Run 1, cell density map:
Drawn at 6 px/um. The die is cut into 9 by 11 equal tiles; dark blue is low, red is high, 0 to 100% covered.
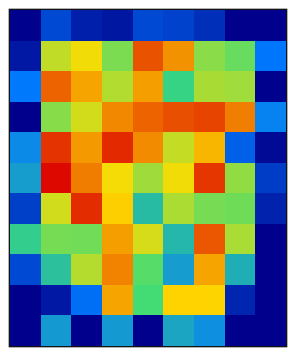
Run 1, nets reached from selected ports:
Drawn at 4 px/um.
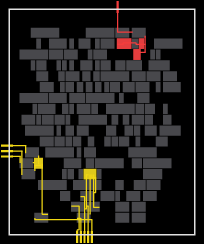
Run 1, routing congestion map:
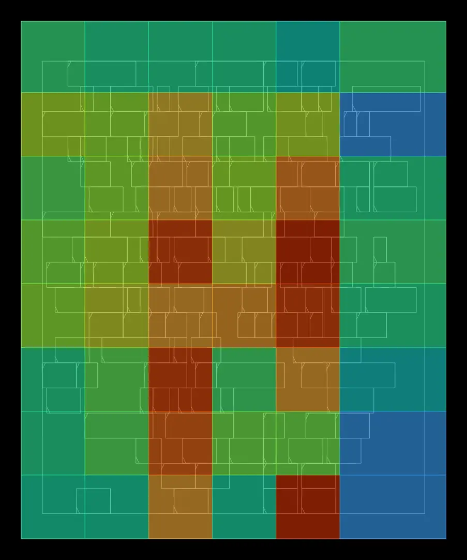
Run 1, met3 routing:
Drawn at 8 px/um. Cells faint in the background.
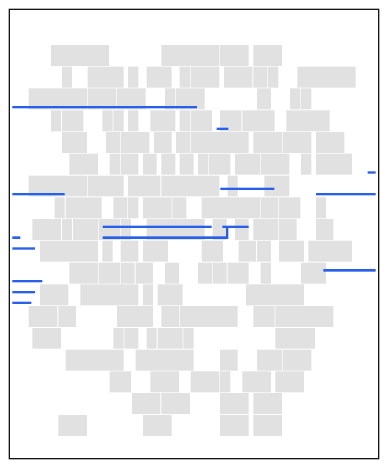
<file path="config.mk">
export PLATFORM = sky130hd
export DESIGN_NAME = parking_lane_arbiter_flat
export DESIGN_NICKNAME = d
export VERILOG_FILES = /design/src/rtl/parking_pkg.sv /design/src/rtl/parking_lane_arbiter_if.sv /design/src/rtl/lane_fail_counter.sv /design/src/rtl/parking_lane_arbiter.sv /design/src/flat_wrapper.sv
export SDC_FILE = /design/constraint.sdc
export NUM_CORES = 1
export LEC_CHECK = 0
export CAP_MARGIN = 20
export CORE_AREA = 2 2 44 54
export CTS_CLUSTER_DIAMETER = 80
export CTS_CLUSTER_SIZE = 30
export DETAILED_ROUTE_END_ITERATION = 10
export DIE_AREA = 0 0 46 56
export PLACE_DENSITY = 0.73
export SLEW_MARGIN = 0
export SYNTH_ARGS = -nofsm -noshare
export SYNTH_HDL_FRONTEND = slang
export SYNTH_SLANG_ARGS = --single-unit
export TNS_END_PERCENT = 1
</file>
<file path="constraint.sdc">
create_clock -name Clk -period 2.4 [get_ports Clk]
set_input_delay 0.24 -clock Clk [delete_from_list [all_inputs] [get_ports Clk]]
set_output_delay 0.24 -clock Clk [all_outputs]
set_load 0.02 [all_outputs]
</file>
<file path="src/rtl/parking_pkg.sv">
// Shared types for the parking lane arbiter: FSM state encodings, lane identifiers
// and the default gate PIN.
package parking_pkg;

    localparam logic [7:0] PIN_CORRECTO_DEFAULT = 8'h10;

    typedef enum logic [3:0] {
        IDLE    = 4'b0001,
        SERVE   = 4'b0010,
        OPEN    = 4'b0100,
        BLOCKED = 4'b1000
    } state_t;

    typedef enum logic {
        LANE_A = 1'b0,
        LANE_B = 1'b1
    } lane_t;

    function automatic lane_t other_lane(input lane_t l);
        return (l == LANE_A) ? LANE_B : LANE_A;
    endfunction

endpackage

</file>
<file path="src/rtl/parking_lane_arbiter_if.sv">
// Lane sensors, PIN pads and gate indications shared between the arbiter and its environment.
interface parking_lane_arbiter_if;

    logic       Vehiculo_A;
    logic       Vehiculo_B;
    logic       enterPin_A;
    logic       enterPin_B;
    logic [7:0] Pin_A;
    logic [7:0] Pin_B;
    logic       Termino;
    logic       Grant_A;
    logic       Grant_B;
    logic       Cerrado;
    logic       Abierto;
    logic       Alarma;
    logic       Bloqueo;

    modport master (
        output Vehiculo_A, Vehiculo_B, enterPin_A, enterPin_B, Pin_A, Pin_B, Termino,
        input  Grant_A, Grant_B, Cerrado, Abierto, Alarma, Bloqueo
    );

    modport slave (
        input  Vehiculo_A, Vehiculo_B, enterPin_A, enterPin_B, Pin_A, Pin_B, Termino,
        output Grant_A, Grant_B, Cerrado, Abierto, Alarma, Bloqueo
    );

endinterface

</file>
<file path="src/rtl/lane_fail_counter.sv">
// Per-lane failed-PIN counter: saturates at MAX, cleared by a correct PIN or Reset.
module lane_fail_counter #(
    parameter int MAX = 3,
    parameter int W   = 2
) (
    input  logic Clk,
    input  logic Reset,
    input  logic clr,
    input  logic inc,
    output logic at_max
);

    logic [W-1:0] count;

    // NOTE: sequential state is always written with <= so every flop samples pre-edge values.
    always_ff @(posedge Clk) begin
        if (Reset || clr) begin
            count <= '0;
        end else if (inc && !at_max) begin
            count <= count + W'(1);
        end
    end

    assign at_max = (count == W'(MAX));

endmodule

</file>
<file path="src/rtl/parking_lane_arbiter.sv">
// Round-robin arbiter sharing one parking gate between lanes A and B, with PIN check,
// tailgating block and a stall timeout on the granted lane.
module parking_lane_arbiter
    import parking_pkg::*;
#(
    parameter logic [7:0] PIN_CORRECTO = PIN_CORRECTO_DEFAULT,
    parameter int         MAX_FAILS    = 3,
    parameter int         TIMEOUT      = 16
) (
    input logic                  Clk,
    input logic                  Reset,
    parking_lane_arbiter_if.slave bus
);

    localparam int FAIL_W = $clog2(MAX_FAILS + 1);
    localparam int TW     = $clog2(TIMEOUT);

    state_t        state;
    lane_t         g;
    lane_t         prio;
    logic [TW-1:0] timer;

    logic       veh_g;
    logic       strobe_g;
    logic [7:0] pin_g;
    logic       pin_ok;
    logic       pin_bad;
    logic       max_a;
    logic       max_b;
    logic       max_g;
    logic       clr_g;
    logic       inc_g;

    // Everything below looks only at the granted lane; the other lane's strobes never reach it.
    always_comb begin
        // NOTE: every always_comb output gets a default first so no path can infer a latch.
        veh_g    = bus.Vehiculo_A;
        strobe_g = bus.enterPin_A;
        pin_g    = bus.Pin_A;
        max_g    = max_a;
        if (g == LANE_B) begin
            veh_g    = bus.Vehiculo_B;
            strobe_g = bus.enterPin_B;
            pin_g    = bus.Pin_B;
            max_g    = max_b;
        end
    end

    assign pin_ok  = strobe_g && (pin_g == PIN_CORRECTO);
    assign pin_bad = strobe_g && (pin_g != PIN_CORRECTO);
    assign clr_g   = ((state == SERVE) && veh_g && pin_ok) || ((state == BLOCKED) && pin_ok);
    assign inc_g   = (state == SERVE) && veh_g && pin_bad;

    lane_fail_counter #(.MAX(MAX_FAILS), .W(FAIL_W)) u_fail_a (
        .Clk    (Clk),
        .Reset  (Reset),
        .clr    (clr_g && (g == LANE_A)),
        .inc    (inc_g && (g == LANE_A)),
        .at_max (max_a)
    );

    lane_fail_counter #(.MAX(MAX_FAILS), .W(FAIL_W)) u_fail_b (
        .Clk    (Clk),
        .Reset  (Reset),
        .clr    (clr_g && (g == LANE_B)),
        .inc    (inc_g && (g == LANE_B)),
        .at_max (max_b)
    );

    always_ff @(posedge Clk) begin
        if (Reset) begin
            state <= IDLE;
            g     <= LANE_A;
            prio  <= LANE_A;
            timer <= '0;
        end else begin
            case (state)
                IDLE: begin
                    timer <= '0;
                    if (bus.Vehiculo_A && bus.Vehiculo_B) begin
                        g     <= prio;
                        state <= SERVE;
                    end else if (bus.Vehiculo_A) begin
                        g     <= LANE_A;
                        state <= SERVE;
                    end else if (bus.Vehiculo_B) begin
                        g     <= LANE_B;
                        state <= SERVE;
                    end
                end
                SERVE: begin
                    timer <= timer + TW'(1);
                    if (!veh_g) begin
                        state <= IDLE;
                        prio  <= other_lane(g);
                        timer <= '0;
                    end else if (pin_ok) begin
                        state <= OPEN;
                        timer <= '0;
                    end else if (pin_bad) begin
                        timer <= '0;
                    end else if (timer == TW'(TIMEOUT - 1)) begin
                        state <= IDLE;
                        prio  <= other_lane(g);
                        timer <= '0;
                    end
                end
                OPEN: begin
                    timer <= '0;
                    if (bus.Termino) begin
                        if (veh_g) begin
                            state <= BLOCKED;
                        end else begin
                            state <= IDLE;
                            prio  <= other_lane(g);
                        end
                    end
                end
                BLOCKED: begin
                    timer <= '0;
                    if (pin_ok) state <= OPEN;
                end
                default: begin
                    state <= IDLE;
                    timer <= '0;
                end
            endcase
        end
    end

    // Moore decode: depends only on state, g and the registered fail counters.
    always_comb begin
        bus.Grant_A = 1'b0;
        bus.Grant_B = 1'b0;
        bus.Cerrado = 1'b0;
        bus.Abierto = 1'b0;
        bus.Alarma  = 1'b0;
        bus.Bloqueo = 1'b0;
        case (state)
            IDLE: bus.Cerrado = 1'b1;
            SERVE: begin
                bus.Cerrado = 1'b1;
                bus.Alarma  = max_g;
            end
            OPEN:    bus.Abierto = 1'b1;
            BLOCKED: begin
                bus.Alarma  = 1'b1;
                bus.Bloqueo = 1'b1;
            end
            default: ;
        endcase
        if (state == SERVE || state == OPEN || state == BLOCKED) begin
            bus.Grant_A = (g == LANE_A);
            bus.Grant_B = (g == LANE_B);
        end
    end

endmodule
</file>
<file path="src/flat_wrapper.sv">
// flat-port wrapper written by rule: the top's interface ports become plain ports
module parking_lane_arbiter_flat import parking_pkg::*;
#(
    parameter logic [7:0] PIN_CORRECTO = PIN_CORRECTO_DEFAULT,
    parameter int         MAX_FAILS    = 3,
    parameter int         TIMEOUT      = 16
)
  (Clk, Reset, bus_Vehiculo_A, bus_Vehiculo_B, bus_enterPin_A, bus_enterPin_B, bus_Pin_A, bus_Pin_B, bus_Termino, bus_Grant_A, bus_Grant_B, bus_Cerrado, bus_Abierto, bus_Alarma, bus_Bloqueo);
  parking_lane_arbiter_if bus_i ();
  input logic Clk;
  input logic Reset;
  input wire logic [$bits(bus_i.Vehiculo_A)-1:0] bus_Vehiculo_A;
  input wire logic [$bits(bus_i.Vehiculo_B)-1:0] bus_Vehiculo_B;
  input wire logic [$bits(bus_i.enterPin_A)-1:0] bus_enterPin_A;
  input wire logic [$bits(bus_i.enterPin_B)-1:0] bus_enterPin_B;
  input wire logic [$bits(bus_i.Pin_A)-1:0] bus_Pin_A;
  input wire logic [$bits(bus_i.Pin_B)-1:0] bus_Pin_B;
  input wire logic [$bits(bus_i.Termino)-1:0] bus_Termino;
  output wire logic [$bits(bus_i.Grant_A)-1:0] bus_Grant_A;
  output wire logic [$bits(bus_i.Grant_B)-1:0] bus_Grant_B;
  output wire logic [$bits(bus_i.Cerrado)-1:0] bus_Cerrado;
  output wire logic [$bits(bus_i.Abierto)-1:0] bus_Abierto;
  output wire logic [$bits(bus_i.Alarma)-1:0] bus_Alarma;
  output wire logic [$bits(bus_i.Bloqueo)-1:0] bus_Bloqueo;
  assign bus_i.Vehiculo_A = bus_Vehiculo_A;
  assign bus_i.Vehiculo_B = bus_Vehiculo_B;
  assign bus_i.enterPin_A = bus_enterPin_A;
  assign bus_i.enterPin_B = bus_enterPin_B;
  assign bus_i.Pin_A = bus_Pin_A;
  assign bus_i.Pin_B = bus_Pin_B;
  assign bus_i.Termino = bus_Termino;
  assign bus_Grant_A = bus_i.Grant_A;
  assign bus_Grant_B = bus_i.Grant_B;
  assign bus_Cerrado = bus_i.Cerrado;
  assign bus_Abierto = bus_i.Abierto;
  assign bus_Alarma = bus_i.Alarma;
  assign bus_Bloqueo = bus_i.Bloqueo;
  parking_lane_arbiter #(.PIN_CORRECTO(PIN_CORRECTO), .MAX_FAILS(MAX_FAILS), .TIMEOUT(TIMEOUT)) u_core (.Clk(Clk), .Reset(Reset), .bus(bus_i));
endmodule
</file>
==> reports/qor.yml, run 1 <==
whs_path_depth: 1
synth.cell_area_um2: 898
skew_ns: 0.00437
synth-xor-area-share_pct: 3.90
fillCellCount: 190
buffers: 31
crit_required_ns: 2.16
dr_wl_met2_um: 1130
use_met1_pct: 22.3
adder_share_pct: 4.18
antenna_found_initial: 0
cts.path.max_buffers: 2
worstHoldStart: "u_core.timer[0]"
top_logic_kind: "simple AND/OR/NAND/NOR gates"
p_clk_share_pct: 27.2
p_total_uw: 661
ys_sh_mux_pct: 9.61
synthCells: 106
met1_length_um: 923
ys_seq_share_pct: 31.2
clk_latency_ns: 0.30
largestRegisters: "u_core.state x4, u_core.timer x4"
synth-main-ff-cell: "dfxtp_1"
critPathMaxFanout: 7
relSlewSlack_pct: 65.0
crit_slowest_cell: "or4b_2"
top_usage_layer: "met2"
diodes: 0
startpoint_type: "flip-flop"
end_kind: "primary output"
cp-startpoint: "u_core.state[3]"
p_sw_share_pct: 31.2
finalSetupTns_ns: 0
post_cts_buffers: 0
routed_via_density: 5.63
yosys_warnings: 0
p_comb_share_pct: 31.9
cp_top_family: "simple AND/OR/NAND/NOR gates"
die_area_um2: 2580
yosys_area_um2: 898
yosysMostFrequentCell: "nor2_1"
inv_count: 5
buf_share_pct: 24.3
reg2reg_slack_ns: 0.29
comb_cells: 84
grt_pass1_vias: 934
dpl_cell_area_um2: 1210
seq_share_pct: 22.4
drv_cap: 0
ys.flops: 14
powerDensity_nw_per_um2: 529
critPathCapture: "bus_Grant_A"
drc: 0
synth_stat.cells: 106
syn_nets: 132
p_leak_uw: 0.000538
wl_um: 2160
ys_sh_aoi_pct: 17.3
r2r-start: "u_core.state[3]"
flops: 14
tap_cells: 20
status: "finished, final reports clean"
p_comb_uw: 211
switchingPower_uw: 206
drv_slew: 0
yosysUniqueCellTypes: 38
cp_data_arrival_time_ns: 2.04
pwr-share-seq_pct: 40.9
min_to: "u_core.timer[0]"
hold_viol: 0
instances_no_fill: 158
synth_top_area_share_pct: 31.2
ctsRootBufferMaster: "clkbuf_4"
final_nets: 165
grt_max_degree: 13
fp.dieH_um: 56
edf_count: 0
ant_nets: 0
warnings: 26
worst_slack_ns: 0.121
cts_resized: 3
rows: 18
internal_power_uw: 455
cts_hold_buf: 0
layout_top_cells: "23 x clkdlybuf4s50_1, 18 x nor2_1, 14 x dfxtp_1"
final_layout_size_suffix_gt1_share_pct: 10.1
largest_area_cell: "dfxtp_1"
common_cells: "18 x nor2_1, 14 x dfxtp_1, 6 x mux2i_1, 6 x nand3_1"
area.combinational_um2: 586
reg2reg_depth: 6
crit_buf_inv: 1
-- 'cell density map' (at the start) --
mean over tiles = 48%
tiles over 75% full = 27%
emptiest ninth of the die = south-west
Core Footprint: 2030 um^2
fin util: 61.7%
pre-placement core utilization: 44.3%

-- 'nets reached from selected ports' (at the start) --
red -> `bus_Vehiculo_A`  # direction input, edge north, end cells 3, buffers 1, wire 22.0 um
yellow -> `bus_Pin_B`  # direction input, edge 5 south, 3 west, end cells 2, buffers 8, wire 120 um
I/O pin total: 29
port buffer count: 28

-- 'routing congestion map' (at the start) --
M3 GR Usage: 6.17%
routed wire length per instance: 13.7 um

-- 'met3 routing' (at the start) --
wire length on this layer = 94.5 um
longest straight run = 22.8 um
nets with wire on the layer = 13

Run 1, routed clock nets over the placement:
Drawn at 6 px/um.
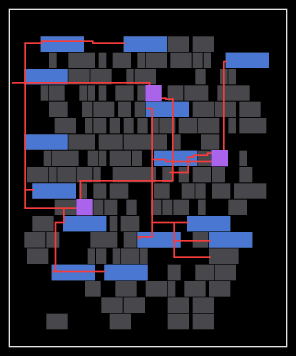

==> run 2: changes to the inputs <==
- clock period: 2.4 -> 2.5 ns (I/O delays scaled with it)
Run 2, routed clock nets over the placement:
Drawn at 6 px/um.
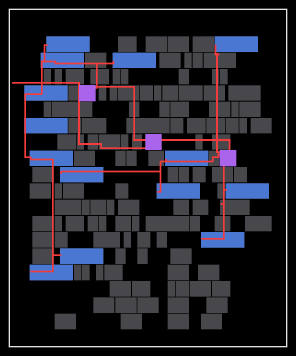
blue -> flip-flops  # count 14
red -> clock wires  # length 214 um
purple -> clock-net drivers  # count 3
flops lie = spread over the die
routed clock nets = 4
clock power share: 26.7%
Clk. pwr: 168 uW

==> run 2 against run 1 <==
  * Power shrank 4.6%
  * Hold slack lost 0.0060 ns
  * First-iteration DRC count shrank 38%
  * Flip-flop count is the same
  * Critical path depth shrank 1
  * Clock skew grew 0.0026 ns
  * Register-to-register slack gained 0.07 ns
  * Setup slack lost 0.012 ns
  * Cell count shrank 0.63%
==> reports/qor.yml, run 2 <==
status: "finished, final reports clean"
use_met1_pct: 20.2  # -2.1 points
instances_no_fill: 157  # -0.63%
grtUsageMet3_pct: 7.47  # +1.3 points
adder_share_pct: 4.18  # unchanged
dr_wl_met2_um: 1130  # +0.27%
skew_ns: 0.00697  # +0.00260 ns
hold_class: "flip-flop to flip-flop"
yosysUniqueCellTypes: 38  # unchanged
regArea_um2: 280
synth-xor-area-share_pct: 3.90  # unchanged
comb_cells: 84  # unchanged
top_logic_kind: "simple AND/OR/NAND/NOR gates"
buf_share_pct: 23.8  # -0.53 points
synthCells: 106  # unchanged
reg2reg_depth: 6  # unchanged
internal_power_uw: 437  # -3.8%
drv_cap: 0  # unchanged
end_kind: "primary output"
seq_share_pct: 22.6  # +0.16 points
min_to: "u_core.timer[0]"
final_nets: 164  # -0.61%
critPathMaxFanout: 7  # unchanged
crit_slowest_cell: "or4b_1"
clk_latency_ns: 0.29  # about the same
startpoint_type: "flip-flop"
diodes: 0  # unchanged
crit_buf_inv: 1  # unchanged
setup_violations: 0
p_total_uw: 630  # -4.6%
yosys_warnings: 0  # unchanged
crit_required_ns: 2.25  # +0.09 ns
rows: 18  # unchanged
core_um2: 2030  # unchanged
clkTransAtPathRegs_ns: 0.09
reg2reg_slack_ns: 0.36  # +0.07 ns
syn_nets: 132  # unchanged
edf_count: 0  # unchanged
fp_util_pct: 44.3  # unchanged
tap_cells: 20  # unchanged
avgRoutedWirePerCell_um: 13.6  # -0.30%
hold_viol: 0  # unchanged
crit_cells: 3
synth_top_area_share_pct: 31.2  # unchanged
pin_count: 29  # unchanged
cp_data_arrival_time_ns: 2.14  # +0.10 ns
powerDensity_nw_per_um2: 508  # -3.9%
cp_top_family: "simple AND/OR/NAND/NOR gates"
io_buffers: 28  # unchanged
switchingPower_uw: 193  # -6.3%
finish.utilization_pct: 61.2  # -0.43 points
met1_length_um: 862  # -6.6%
pwr-share-seq_pct: 41.1  # +0.2 points
yosysMostFrequentCell: "nor2_1"
routed_via_density: 5.71  # +1.4%
wl_um: 2140  # -0.93%
cts_resized: 2  # -1
warnings: 26  # unchanged
flops: 14  # unchanged
area.combinational_um2: 586  # unchanged
p_sw_share_pct: 30.6  # -0.57 points
synth.cell_area_um2: 898  # unchanged
fillCellCount: 178  # -6.3%
worst_slack_ns: 0.110  # -0.0119 ns
cts.path.max_buffers: 2  # unchanged
grt_max_degree: 13  # unchanged
cp-startpoint: "u_core.state[3]"
largest_area_cell: "dfxtp_1"
ctsRootBufferMaster: "clkbuf_4"
p_comb_uw: 203  # -4%
synth-main-ff-cell: "dfxtp_1"
top_usage_layer: "met2"
whs_path_depth: 1  # unchanged
grt_pass1_vias: 975  # +4.4%
yosys_area_um2: 898  # unchanged
relSlewSlack_pct: 65.5  # +0.54 points
yosys-top-cells-area: "dfxtp_1 31%, nor2_1 7.5%, mux2i_1 6.7%"
buffers: 30  # -3.2%
synthSimpleGateAreaFrac_pct: 30.2
inv_count: 5  # unchanged
grt_pass1_wl_um: 3890
layout_top_cells: "25 x clkdlybuf4s50_1, 18 x nor2_1, 14 x dfxtp_1"
ys_sh_aoi_pct: 17.3  # unchanged
drv_slew: 0  # unchanged
ant_nets: 0  # unchanged
antenna_found_initial: 0  # unchanged
finalSetupTns_ns: 0  # unchanged
ys_seq_share_pct: 31.2  # unchanged
cts_hold_buf: 0  # unchanged
final_layout_size_suffix_gt1_share_pct: 9.49  # -0.66 points
synth_stat.cells: 106  # unchanged
p_comb_share_pct: 32.3  # +0.4 points
largestRegisters: "u_core.state x4, u_core.timer x4"
ys.flops: 14  # unchanged
r2r-start: "u_core.state[3]"
p_leak_uw: 0.000521  # -3.3%
worstHoldStart: "u_core.timer[0]"
fp.dieH_um: 56  # unchanged
post_cts_buffers: 0  # unchanged
critPathCapture: "bus_Alarma"
common_cells: "18 x nor2_1, 14 x dfxtp_1, 6 x mux2i_1, 6 x nand3_1"
die_area_um2: 2580  # unchanged
Run 2, met3 routing:
Drawn at 8 px/um. Cells faint in the background.
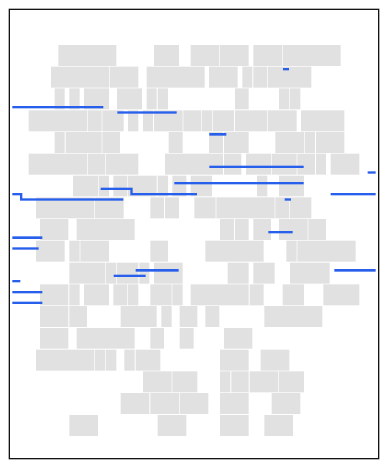
share of all routed wire = 5.2%
longest straight run = 15.9 um
main direction = horizontal
nets with wire on the layer = 16

Power and IR drop assume default switching activity.
